<file path="src/rtl/insn_decode_stage.sv">
// insn_decode_stage: registered instruction decode with valid/ready handshakes and immediate extension.
// The register-reservation scoreboard and hazard stall exist only when INSN_DECODE_SCOREBOARD_EN is defined.
module insn_decode_stage #(
    parameter int LEN_INSN      = 32,
    parameter int LEN_OPECODE   = 7,
    parameter int SHIFT_OPECODE = 25,
    parameter int SHIFT_IMMF    = 24,
    parameter int LEN_REGNO     = 4,
    parameter int SHIFT_RD      = 20,
    parameter int SHIFT_RS      = 16,
    parameter int LEN_CC        = 4,
    parameter int SHIFT_CC      = 16,
    parameter int LEN_IMM       = 16,
    parameter int SHIFT_IMM     = 0,
    parameter int LEN_IMM_EX    = 32
) (
    input  logic                   clk,
    input  logic                   rst,
    input  logic                   flush_i,
    input  logic                   in_valid_i,
    output logic                   in_ready_o,
    input  logic [LEN_INSN-1:0]    insn_i,
    output logic                   out_valid_o,
    input  logic                   out_ready_i,
    output logic [LEN_OPECODE-1:0] opecode_o,
    output logic                   writes_o,
    output logic                   immf_o,
    output logic [LEN_REGNO-1:0]   rd_o,
    output logic [LEN_REGNO-1:0]   rs_o,
    output logic [LEN_CC-1:0]      cc_o,
    output logic [LEN_IMM_EX-1:0]  imm_o,
    input  logic                   wb_valid_i,
    input  logic [LEN_REGNO-1:0]   wb_r_i
);
    localparam int NREG = 2**LEN_REGNO;

    logic [LEN_OPECODE-1:0]       opc;
    logic                         immf, writes, hazard, accept;
    logic [LEN_REGNO-1:0]         rd, rs;
    logic [LEN_CC-1:0]            cc;
    logic [LEN_IMM-1:0]           imm;
    logic [3:0]                   top;
    logic signed [LEN_IMM_EX-1:0] sext;
    logic [LEN_IMM_EX-1:0]        zext, shamt, imm_ex;

    assign opc    = insn_i[SHIFT_OPECODE +: LEN_OPECODE];
    assign immf   = insn_i[SHIFT_IMMF];
    assign rd     = insn_i[SHIFT_RD +: LEN_REGNO];
    assign rs     = insn_i[SHIFT_RS +: LEN_REGNO];
    assign cc     = insn_i[SHIFT_CC +: LEN_CC];
    assign imm    = insn_i[SHIFT_IMM +: LEN_IMM];
    assign writes = |opc;
    assign top    = opc[LEN_OPECODE-1 -: 4];
    assign sext   = $signed(imm);
    assign zext   = LEN_IMM_EX'(imm);
    assign shamt  = LEN_IMM_EX'(imm[4:0]);

    // Extension mode follows the upper four opcode bits; no immediate means a zero result
    always_comb begin
        imm_ex = '0;
        if (immf)
            imm_ex = (top == 4'b0000 || top == 4'b0011) ? sext : (top == 4'b0001) ? shamt : zext;
    end

`ifdef INSN_DECODE_SCOREBOARD_EN
    logic [NREG-1:0] reserved, wb_mask, eff;

    assign wb_mask = wb_valid_i ? (NREG'(1) << wb_r_i) : '0;
    assign eff     = reserved & ~wb_mask;
    assign hazard  = eff[rd] || (!immf && eff[rs]);

    // Reservations: flush clears all, a same-cycle retire is applied first so a new write reservation wins
    always_ff @(posedge clk) begin
        if (rst || flush_i)
            reserved <= '0;
        else
            reserved <= eff | ((accept && writes) ? (NREG'(1) << rd) : '0);
    end
`else
    logic unused_wb;

    assign unused_wb = ^{wb_valid_i, wb_r_i};
    assign hazard    = 1'b0;
`endif

    assign in_ready_o = (!out_valid_o || out_ready_i) && !hazard && !flush_i;
    assign accept     = in_valid_i && in_ready_o;

    // Output register: capture on accept, drop valid on consume or flush
    always_ff @(posedge clk) begin
        if (rst) begin
            out_valid_o <= 1'b0;
            opecode_o   <= '0;
            writes_o    <= 1'b0;
            immf_o      <= 1'b0;
            rd_o        <= '0;
            rs_o        <= '0;
            cc_o        <= '0;
            imm_o       <= '0;
        end else if (flush_i) begin
            out_valid_o <= 1'b0;
        end else if (accept) begin
            out_valid_o <= 1'b1;
            opecode_o   <= opc;
            writes_o    <= writes;
            immf_o      <= immf;
            rd_o        <= rd;
            rs_o        <= rs;
            cc_o        <= cc;
            imm_o       <= imm_ex;
        end else if (out_ready_i) begin
            out_valid_o <= 1'b0;
        end
    end
endmodule

</file>
<file path="config.mk">
export PLATFORM = sky130hd
export DESIGN_NAME = insn_decode_stage
export DESIGN_NICKNAME = d
export VERILOG_FILES = /design/src/rtl/insn_decode_stage.sv
export SDC_FILE = /design/constraint.sdc
export NUM_CORES = 1
export LEC_CHECK = 0
export ABC_AREA = 1
export CAP_MARGIN = 5
export CORE_MARGIN = 2
export CORE_UTILIZATION = 38
export DETAILED_ROUTE_END_ITERATION = 10
export PLACE_DENSITY = 0.9
export REMOVE_ABC_BUFFERS = 1
export SLEW_MARGIN = 0
export SYNTH_ARGS = -nofsm -noshare
export SYNTH_HDL_FRONTEND = slang
export SYNTH_SLANG_ARGS = --single-unit
</file>
<file path="constraint.sdc">
create_clock -name clk -period 1.21 [get_ports clk]
set_input_delay 0.242 -clock clk [delete_from_list [all_inputs] [get_ports clk]]
set_output_delay 0.242 -clock clk [all_outputs]
set_load 0.05 [all_outputs]
</file>
Run 1, PDN straps and rails:
Pins as bars on the die edge. Tap cells in grey.
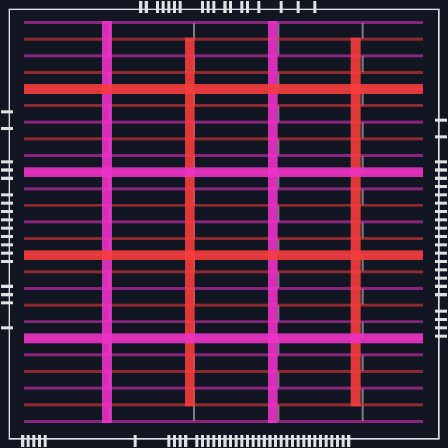
[red] VDD
[magenta] VSS
tap cells: 52
signal pins: 97
met4 straps: 4
met5 straps: 4

Run 1, register map, names as in the netlist:
Other sequential cells in the stronger grey, the rest of the logic in the fainter grey.
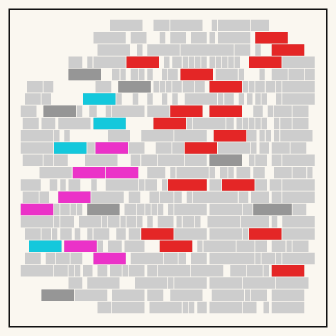
[cyan] cc_o | sequential cells: 4
[magenta] opecode_o | sequential cells: 7 | where: west
[red] imm_o | sequential cells: 17
Seq/total area: 0.2060
sequential-cell power consumption: 1250 µW
Finished Core Util: 0.8063
register area: 708.2 µm²

==> impl_metrics.yaml, run 1 <==
# synthesis and place-and-route metrics
yosys:
  synth.area.top_cells: "dfxtp_1 42%, nand2_1 13%, buf_4 9.5%, nor2_1 9.3%, a21oi_2 5.3%"
  ys_cells: 223
  ys.flops: 35
  synthArstFlopShare: 0
  top_area_frac: 0.4226
  top_area_cell: "dfxtp_1"
  synthFlopType: "dfxtp_1"
  compound_area_frac: 0.1011
  synth_area_per_cell_um2: 7.434
  fa_ha_area_frac: 0
  synth-area-yosys_um2: 1658
  synth-xor-area-share: 0
  yosysWarnings: 0
  yosysMostFrequentCell: "nand2_1"
  syn-instance-count: 223
  edf_count: 0
  netlist_top_cells_count: "59 x nand2_1, 41 x nor2_1, 35 x dfxtp_1"
placement:
  placed_cells: 356
  gp_congestion: 0.7992
  port_buffers: 91
  hpwl_um: 3766
  preCtsSetupSlack_ns: -0.4065
timing:
  relSlewSlack: 0.8382
  setup_tns_ns: -0.4845
  fin_crit_ns: 1.251
  max_freq_mhz: 799.5
  finalClockPeriodUsage: 1.034
  worst_pin_slew_ns: 0.2423
  slew_viol_final: 0
  setup_viol_count_final: 20
  setup_ws_ns: -0.04086
clock_tree:
  cts_made_buffers: 5
  cts.sinks: 35
  hold_buffers: 0
  clk_pin_slew_ns: 0.07
  cts_tree: "done"
  insertion_delay_ns: 0.28
  clockRootBuffer: "clkbuf_8"
  htreeDepth: 2
setup_path:
  crit_required_ns: 0.97
  cp_max_fo: 8
  worstRegToRegCells: 6
  rrSetupSlack_ns: -0.01
  end_kind: "primary output"
grt:
  antenna_found_initial: 0
  grt_pass1_wl_um: 8645
  grt_usage: 0.2215
  grt_pass1_vias: 1816
finish:
  area_growth_pct: 107.4
  drive_gt1_frac: 0.4479
  nNetsFinal: 360
  fillCellCount: 247
route:
  vias_per_cell: 4.775
  drcViolationCount: 0
  wl_per_cell_um: 14.87
floorplanning:
  std_cell_rows: 24
  chipArea_um2: 4907
  design.core.area_um2: 4264
  num_io_pins: 97
outcome:
  violations: "setup timing"
  status: "finished with violations"
hold_path:
  min_from: "insn_i[31]"
  holdPathEnd: "opecode_o[6]$_SDFFE_PP0P_"
pwr:
  p_clk_frac: 0.269
  maxPowerGroup: "registers"
  p_sw_frac: 0.2973
  p_comb_uw: 834
  power_frac_seq: 0.438
  p_leak_uw: 0.001496
Run 1, clock distribution:
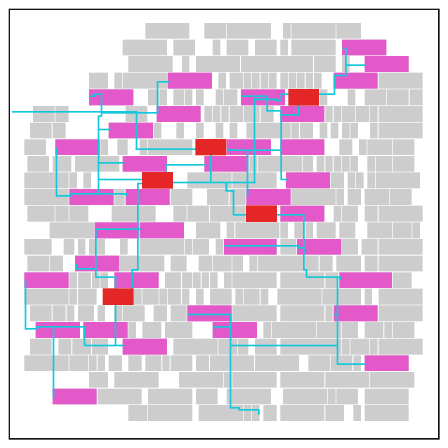
[cyan] clock wires | length: 439 µm
[magenta] flip-flops | count: 35
[red] clock drivers | count: 5
routed clock nets: 6
final clock skew: 0.008995 ns
P_clk: 767 µW

-- run 1: state kept, by name (all words and copies together), names as in the netlist --
register and flops:
cc_o 4, writes_o 1, immf_o 1, imm_o 17, out_valid_o 1, opecode_o 7
rd_o 4
-- run 1: per-layer routing --
metal,track usage,up-vias,routed length (µm)
li1,-,844,-
met1,0.2428,849,2061
met2,0.4053,61,3094
met3,0.06349,8,258
met4,0.07692,0,74
met5,0,-,0
-- run 1: cell type report --
cell class	instances	area (µm²)	share of cell area
repair buffers	117	1768	0.5142
multi-input cells	140	738.2	0.2147
flip-flops and latches	35	708.2	0.2060
inverters	19	86.33	0.02511
well taps	52	65.06	0.01892
clock buffers	6	72.57	0.02111
-- run 1: placed cells by master, fill, tap and decap left out --
master / instances
a21oi_1: 8
dlygate4sd2_1: 3
buf_6: 2
nand3_4: 1
dfxtp_4: 2
a21oi_2: 14
clkbuf_8: 5
o21ai_0: 1
nor2_1: 30
buf_4: 17
clkbuf_1: 1
a211oi_1: 1
nor2_4: 3
nand2_1: 50
dlymetal6s2s_1: 3
clkinv_8: 1
bufbuf_16: 1
nand4_1: 2
nand2_4: 2
inv_2: 5
nor2_2: 9
nand2_2: 18
dfxtp_1: 33
inv_4: 1
inv_1: 12
clkdlybuf4s50_1: 30
buf_2: 1
buf_16: 2
buf_12: 58
o21bai_1: 1
-- run 1: repair_timing --
| action | 4_1_cts | 5_1_grt |
|---|---|---|
| gates cloned | 3 | 1 |
| pin swaps | 3 | 17 |
| buffers inserted | 3 | 1 |
| setup endpoints to repair | 50 | 36 |
| resized | 16 | 33 |
-- run 1: worst max-delay path, cell delays in order (launching register included) --
cell	delay [ns]
dfxtp_4	0.42
buf_16	0.16
buf_12	0.14
==> run 2, diff against run 1 <==
Settings changed: CORE_UTILIZATION 38 to 40, PLACE_DENSITY 0.9 to 0.93.
Clock period 1.21 ns to 1.5 ns, I/O delays scaled along.
Run 2, register map, names as in the netlist:
Other sequential cells in the stronger grey, the rest of the logic in the fainter grey.
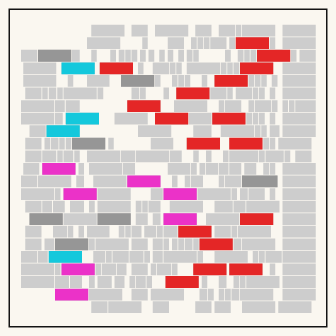
[magenta] opecode_o | sequential cells: 7
[red] imm_o | sequential cells: 17
[cyan] cc_o | sequential cells: 4
not coloured: 7

==> impl_metrics.yaml, run 2 <==
# synthesis and place-and-route metrics
outcome:
  status: "completed"
flow_run:
  cap_violations: 0
  warnings: 30
route:
  ant_nets: 0
  met3_length_um: 373
  routed.top_layer: "met4"
  num_vias: 1648
  met2_length_um: 2368
  vias_per_cell: 4.603
  wl_met1_um: 1794
  drcViolationCount: 0
  drt_iter0_markers: 66
  drtPass1Iterations: 4
  wl_um: 4582
  wl_per_cell_um: 12.80
timing:
  setup_viol_count_final: 0
  finalClockPeriodUsage: 0.9677
  fin_skew_ns: 0.003775
  worst_pin_slew_ns: 0.2478
  relSlewSlack: 0.8346
  rsz0062_at_grt: "no"
  hold_violations: 0
  slew_viol_final: 0
  fin_crit_ns: 1.451
  max_freq_mhz: 688.9
grt:
  grt_busiest_layer: "met2"
  use_met1: 0.2275
  grt_pass1_vias: 1583
  use_met2: 0.3906
  grtUsageMet3: 0.07566
  antenna_found_initial: 0
  grt_usage: 0.2138
  grt_max_degree: 24
  grt_pass1_wl_um: 7307
  grt.overflow.total: 0
yosys:
  yosysMostFrequentCell: "nand2_1"
  top_area_frac: 0.4226
  netlist_top_cells_count: "59 x nand2_1, 41 x nor2_1, 35 x dfxtp_1"
  ys_seq_share: 0.4226
  top_area_cell: "dfxtp_1"
  ys_cells: 223
  synthFlopType: "dfxtp_1"
  ys_types: 22
  synth_area_per_cell_um2: 7.434
  synth.area.top_cells: "dfxtp_1 42%, nand2_1 13%, buf_4 9.5%, nor2_1 9.3%, a21oi_2 5.3%"
  yosysWarnings: 0
  syn-instance-count: 223
  edf_count: 0
  synth-area-yosys_um2: 1658
  synthArstFlopShare: 0
  syn_area_um2: 1658
  ys.flops: 35
placement:
  port_buffers: 91
  hpwl_um: 3689
  placed_cells: 352
  gp_congestion: 0.7900
  dpl-instance-area_um2: 3149
finish:
  max_flop_register: "imm_o"
  reg_top3: "imm_o: 17 flops, opecode_o: 7 flops"
  fillCellCount: 233
  area_growth_pct: 95.17
  combGateArea_um2: 668.1
  largest_register_ffs: 17
  antennaDiodeCount: 0
  lay_top_cells: "60 x buf_12, 59 x nand2_1, 39 x nor2_1"
  flop_area_um2: 701.9
  stdcell_area_um2: 3236
  mostFrequentLayoutCell: "buf_12"
  nNetsFinal: 351
  instances_no_fill: 358
  drive_gt1_frac: 0.3409
setup_path:
  end_kind: "primary output"
  slowest_stage: "clkdlybuf4s50_1"
  crit_required_ns: 1.20
  crit_type: "in2out"
  path_cells: "clkdlybuf4s50_1 > buf_4 > nor2_4 > buf_12"
  cp_num_buf_inv: 3
  cp_max_fo: 2
  cpLargestDelayFamily: "buffers and inverters"
  start_kind: "input pin"
  crit_arrival_ns: 1.15
  slowest_delay_ns: 0.43
floorplanning:
  fp.dieH_um: 68.38
  num_io_pins: 97
  std_cell_rows: 23
  initCoreUtil: 0.4145
  design.core.area_um2: 4000
  die_x_um: 68.38
  chipArea_um2: 4676
pwr:
  vdd_drop_max_v: 0.0006219
  powerDensity_nw_per_um2: 694.6
  p_leak_uw: 0.001403
  power.total_uw: 2247
clock_tree:
  cts_tree: "done"
  htreeDepth: 2
  insertion_delay_ns: 0.28
  clk_pin_slew_ns: 0.06
  cts.sinks: 35
  clockRootBuffer: "clkbuf_8"
  cts_made_buffers: 5
  cts_buffer_depth: 2
hold_path:
  hold_class: "in2reg"
## run 2: logic make-up (layout without fill, tap and decap cells)
family / after synthesis / count (layout) / share of synthesized area
buffers and inverters: 48 / 133 / 0.1804
and+or+nand+nor: 115 / 115 / 0.2958
AOI/OAI and AO/OA: 25 / 25 / 0.1011
DFF: 35 / 35 / 0.4226
## run 2: layout make-up
class                      instances  share of cell area
multi-input combinational        140              0.2065
inverter                          19             0.02359
clock buffer                       6             0.02243
timing repair buffer             108              0.5112
tap                               50             0.01933
sequential                        35              0.2169
## run 2: stage by stage
| stage | hold WS, ns | TNS [ns] | setup slack, ns | util |
|---|---|---|---|---|
| final | 0.4091 | 0 | 0.04851 | 0.8089 |
| after global routing | 0.4142 | 0 | 0.006876 | 0.8089 |
| after CTS | 0.5047 | 0 | 0.01884 | 0.8076 |
| after detailed placement | 0.4946 | -2.825 | -0.1361 | 0.7873 |
| after global placement | 0.4839 | -1.767 | -0.08443 | 0.7873 |
| after floorplan | 0.3624 | -72.26 | -4.435 | - |
## run 2: power by group
group	internal, µW	total [µW]	switching (µW)
sequential	966	1010	42.3
combinational	327	637	310
clock	309	603	294
## run 2: worst paths after layout
check,start,end,slack [ns],cells past startpoint
worst max-delay path,flush_i,in_ready_o,0.05,4
worst min-delay path,out_ready_i,out_valid_o$_SDFFE_PP0P_,0.41,4
worst max register to register,out_valid_o$_SDFFE_PP0P_,rd_o[1]$_SDFFE_PP0P_,0.34,5
worst min register to register,imm_o[30]$_SDFFE_PP0P_,imm_o[30]$_SDFFE_PP0P_,0.51,2
## run 2: what timing repair did
action,CTS,global route
cloned,0,0
pin swaps,0,1
resized,3,2
endpoints found under the setup margin,1,1
setup buffers,0,0
hold buffers,0,0
No activity file was given, so power comes from the tool's default toggle rates.
